[config.mk]
export PLATFORM = sky130hd
export DESIGN_NAME = spi_reg_peripheral
export DESIGN_NICKNAME = d
export VERILOG_FILES = /design/src/rtl/spi_reg_pkg.sv /design/src/rtl/sync_ff.sv /design/src/rtl/spi_reg_peripheral.sv
export SDC_FILE = /design/constraint.sdc
export NUM_CORES = 1
export LEC_CHECK = 0
export ABC_AREA = 1
export CORE_UTILIZATION = 56
export DETAILED_ROUTE_END_ITERATION = 6
export PLACE_DENSITY = 0.83
export SKIP_LAST_GASP = 1
export SYNTH_ARGS = -nofsm -noshare
export SYNTH_HDL_FRONTEND = slang
export SYNTH_SLANG_ARGS = --single-unit
[constraint.sdc]
create_clock -name clk -period 6.1 [get_ports clk]
set_input_delay 1.525 -clock clk [delete_from_list [all_inputs] [get_ports clk]]
set_output_delay 1.525 -clock clk [all_outputs]
set_load 0.03 [all_outputs]
[src/rtl/spi_reg_pkg.sv]
// Shared constants and types for the SPI register peripheral.
//   FrameBits     : bits per SPI frame ([15]=R/W, [14:8]=addr, [7:0]=data)
//   Addr*         : register addresses decoded by spi_reg_peripheral
//   spi_state_e   : receive FSM state encoding
package spi_reg_pkg;

  localparam int unsigned FrameBits = 16;

  localparam logic [6:0] AddrEnOutLo = 7'h00;
  localparam logic [6:0] AddrEnOutHi = 7'h01;
  localparam logic [6:0] AddrEnPwmLo = 7'h02;
  localparam logic [6:0] AddrEnPwmHi = 7'h03;
  localparam logic [6:0] AddrDuty    = 7'h04;

  typedef enum logic [1:0] {
    StIdle    = 2'd0,
    StRecv    = 2'd1,
    StOverrun = 2'd2
  } spi_state_e;

endpackage

[src/rtl/sync_ff.sv]
// Multi-flop synchronizer for a single asynchronous input bit.
//   clk_i  : destination clock
//   rst_ni : synchronous active-low reset, loads ResetVal into every stage
//   d_i    : asynchronous input
//   q_o    : synchronized output (last stage)
module sync_ff #(
  parameter int unsigned Stages   = 2,
  parameter logic        ResetVal = 1'b0
) (
  input  logic clk_i,
  input  logic rst_ni,
  input  logic d_i,
  output logic q_o
);

  logic [Stages-1:0] sync_q;

  always_ff @(posedge clk_i) begin
    if (!rst_ni) begin
      sync_q <= {Stages{ResetVal}};
    end else begin
      sync_q <= {sync_q[Stages-2:0], d_i};
    end
  end

  assign q_o = sync_q[Stages-1];

endmodule

[src/rtl/spi_reg_peripheral.sv]
// SPI Mode-0 write-only target holding the five PWM control registers.
//   clk, rst_n        : system clock, synchronous active-low reset
//   sclk, ncs, copi   : asynchronous SPI pins (sclk idles low, ncs active-low)
//   en_reg_*, pwm_duty_cycle : register file contents, addresses 0x00..0x04
//   frame_done        : 1-cycle pulse when a valid write commits
//   frame_err         : 1-cycle pulse when a frame is discarded
// NumRegs must be at least 5 since all five outputs are always driven.
module spi_reg_peripheral #(
  parameter int unsigned SyncStages = 2,
  parameter int unsigned NumRegs    = 5
) (
  input  logic       clk,
  input  logic       rst_n,
  input  logic       sclk,
  input  logic       ncs,
  input  logic       copi,
  output logic [7:0] en_reg_out_7_0,
  output logic [7:0] en_reg_out_15_8,
  output logic [7:0] en_reg_pwm_7_0,
  output logic [7:0] en_reg_pwm_15_8,
  output logic [7:0] pwm_duty_cycle,
  output logic       frame_done,
  output logic       frame_err
);

  import spi_reg_pkg::*;

  localparam logic [6:0] NumRegsAddr = 7'(NumRegs);
  localparam logic [4:0] FullCount   = 5'(FrameBits);

  logic sclk_s, ncs_s, copi_s;
  logic sclk_hist_q, ncs_hist_q;

  sync_ff #(.Stages(SyncStages), .ResetVal(1'b0)) u_sync_sclk (
    .clk_i  (clk),
    .rst_ni (rst_n),
    .d_i    (sclk),
    .q_o    (sclk_s)
  );

  sync_ff #(.Stages(SyncStages), .ResetVal(1'b1)) u_sync_ncs (
    .clk_i  (clk),
    .rst_ni (rst_n),
    .d_i    (ncs),
    .q_o    (ncs_s)
  );

  sync_ff #(.Stages(SyncStages), .ResetVal(1'b0)) u_sync_copi (
    .clk_i  (clk),
    .rst_ni (rst_n),
    .d_i    (copi),
    .q_o    (copi_s)
  );

  always_ff @(posedge clk) begin
    if (!rst_n) begin
      sclk_hist_q <= 1'b0;
      ncs_hist_q  <= 1'b1;
    end else begin
      sclk_hist_q <= sclk_s;
      ncs_hist_q  <= ncs_s;
    end
  end

  logic sclk_rise, ncs_fall, ncs_rise;
  assign sclk_rise = sclk_s & ~sclk_hist_q;
  assign ncs_fall  = ~ncs_s & ncs_hist_q;
  assign ncs_rise  = ncs_s & ~ncs_hist_q;

  spi_state_e             state_q;
  logic [4:0]             count_q;
  logic [FrameBits-1:0]   shift_q;
  logic [7:0]             regs_q [NumRegs];
  logic                   frame_done_q, frame_err_q;

  logic [6:0] frame_addr;
  logic       frame_ok;
  assign frame_addr = shift_q[14:8];
  assign frame_ok   = (count_q == FullCount) && shift_q[15] && (frame_addr < NumRegsAddr);

  always_ff @(posedge clk) begin
    if (!rst_n) begin
      state_q      <= StIdle;
      count_q      <= '0;
      shift_q      <= '0;
      frame_done_q <= 1'b0;
      frame_err_q  <= 1'b0;
      for (int unsigned i = 0; i < NumRegs; i++) begin
        regs_q[i] <= 8'h00;
      end
    end else begin
      frame_done_q <= 1'b0;
      frame_err_q  <= 1'b0;
      unique case (state_q)
        StIdle: begin
          if (ncs_fall) begin
            state_q <= StRecv;
            count_q <= '0;
            shift_q <= '0;
          end
        end
        StRecv: begin
          // ncs rise takes priority so a coincident sclk edge is not counted
          if (ncs_rise) begin
            state_q <= StIdle;
            if (frame_ok) begin
              for (int unsigned i = 0; i < NumRegs; i++) begin
                if (frame_addr == 7'(i)) begin
                  regs_q[i] <= shift_q[7:0];
                end
              end
              frame_done_q <= 1'b1;
            end else begin
              frame_err_q <= 1'b1;
            end
          end else if (sclk_rise) begin
            if (count_q == FullCount) begin
              state_q <= StOverrun;
            end else begin
              shift_q <= {shift_q[FrameBits-2:0], copi_s};
              count_q <= count_q + 5'd1;
            end
          end
        end
        StOverrun: begin
          if (ncs_rise) begin
            state_q     <= StIdle;
            frame_err_q <= 1'b1;
          end
        end
        default: state_q <= StIdle;
      endcase
    end
  end

  assign en_reg_out_7_0  = regs_q[0];
  assign en_reg_out_15_8 = regs_q[1];
  assign en_reg_pwm_7_0  = regs_q[2];
  assign en_reg_pwm_15_8 = regs_q[3];
  assign pwm_duty_cycle  = regs_q[4];
  assign frame_done      = frame_done_q;
  assign frame_err       = frame_err_q;

endmodule

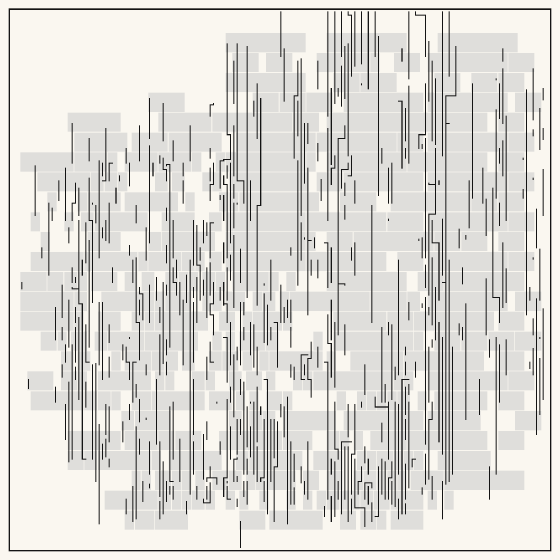
Figure 1: met2 routing.
Cells faint in the background.
share of all routed wire: 48%
wire length on this layer: 2650 um
nets with wire on the layer: 279
DRT Wirelength: 5.514 mm
via count: 2014
met2 track demand over resource: 0.3568

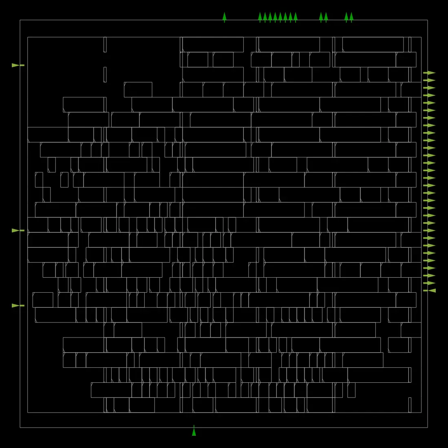
Figure 2: placed standard cells.
count of flip-flops and latches: 73
final non-filler cell total: 385
area of the core: 0.004848 sq mm
placement row count: 25

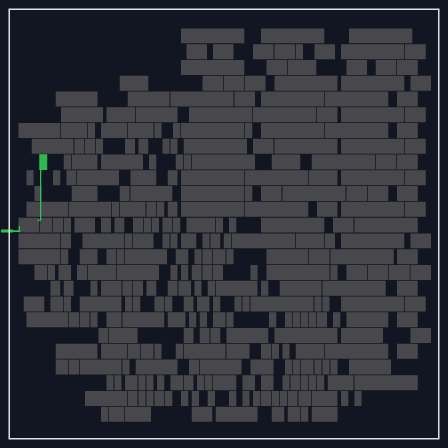
Figure 3: nets reached from selected ports.
| colour | port | bits | direction | end cells | wire |
|---|---|---|---|---|---|
| green | copi | 1 | input | 1 | 12.3 um |
number of I/O port buffers: 46
top-level port count: 47

==> results.toml <==
# synthesis and place-and-route metrics
[cts]
holdBufCountCts = 0
clock_sink_count = 73
clock.latency.late_pin_ps = 340

[sta]
slew_viol_final = 0
fin_hold_ws_ps = 424.0
setup_total_negative_slack_ps = 0
worst_clock_skew_ps = 11.09

[cells_and_area]
non_clock_buffer_area_share = 0.1337
final_layout_top_logic_cells = "clkdlybuf4s50_1 (46), edfxtp_1 (40), inv_1 (34)"
num_antenna_cells = 0
comb_area_sq_um = 798.3
nets = 323

[place]
placed_cells_incl_taps = 369
detailed_place_hpwl_mm = 3.936

[critical_path]
worst_r2r_path_depth = 6
critical_path_max_stage_delay_ps = 990
timing.critical_path.fanout_max = 23
slowest_cell_on_the_critical_path = "clkdlybuf4s50_1"

[synth]
synth.yosys.num_cells = 264
synth-xor-area-share = 0.003032
count_of_mapped_cells_out_of_synthesis = 264
synthArstFlopShare = 0

[worst_hold_path]
hold_start = "u_sync_ncs.sync_q[0]$_SDFF_PN1_"

[outcome]
outcome = "complete, no violations"

[grt]
vias_in_the_first_global_route = 1803
grt_start_max_net_pins = 24

[die]
num_tap_cells = 67
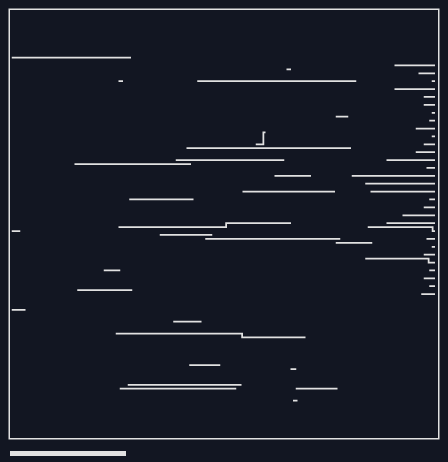
Figure 4: signal wires on met3.
Bar = 20 um.
share of all routed wire: 8.1%
wire length on this layer: 446 um
longest straight run: 28.1 um
met3 capacity usage during global routing: 0.06722

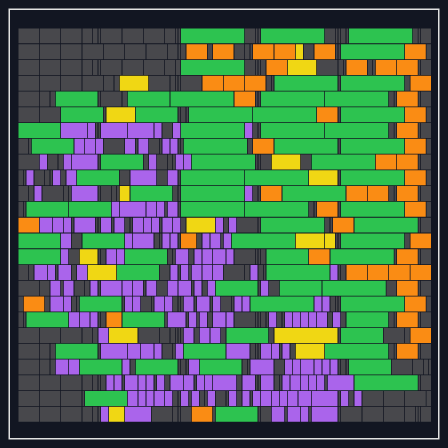
Figure 5: placement by cell class.
Fill, decap, tap and diode cells in grey.
| colour | class | cells |
|---|---|---|
| purple | remaining logic cells | 181 |
| yellow | clock drivers and dummy loads | 16 |
| green | registers | 73 |
| orange | remaining buffers and delay cells | 48 |
final standard cell utilization of the core: 0.7334
post-route cell area: 0.003556 sq mm

registers in the layout (all words and copies together) (netlist names):
register,count
regs_q,40
shift_q,16
count_q,5
state_q,2
u_sync_copi.sync_q,2
u_sync_ncs.sync_q,2
u_sync_sclk.sync_q,2
frame_done,1
frame_err,1
ncs_hist_q,1
sclk_hist_q,1
per-layer routing:
metal,GRT usage,part of all wire,vias to the layer above
li1,-,-,976
met4,0.09188,0.020,0
met1,0.2974,0.42,946
met5,0,0,-
met2,0.3568,0.48,79
met3,0.06722,0.081,13
power groups by stage:
stage	clock (uW)	combinational, uW	sequential [uW]
floorplan	0	267	594
global placement	0	305	570
detailed placement	0	314	572
CTS	373	314	561
global route	393	347	564
finish	367	315	561
Power figures rest on the tool's default switching activity, not on a simulated workload.
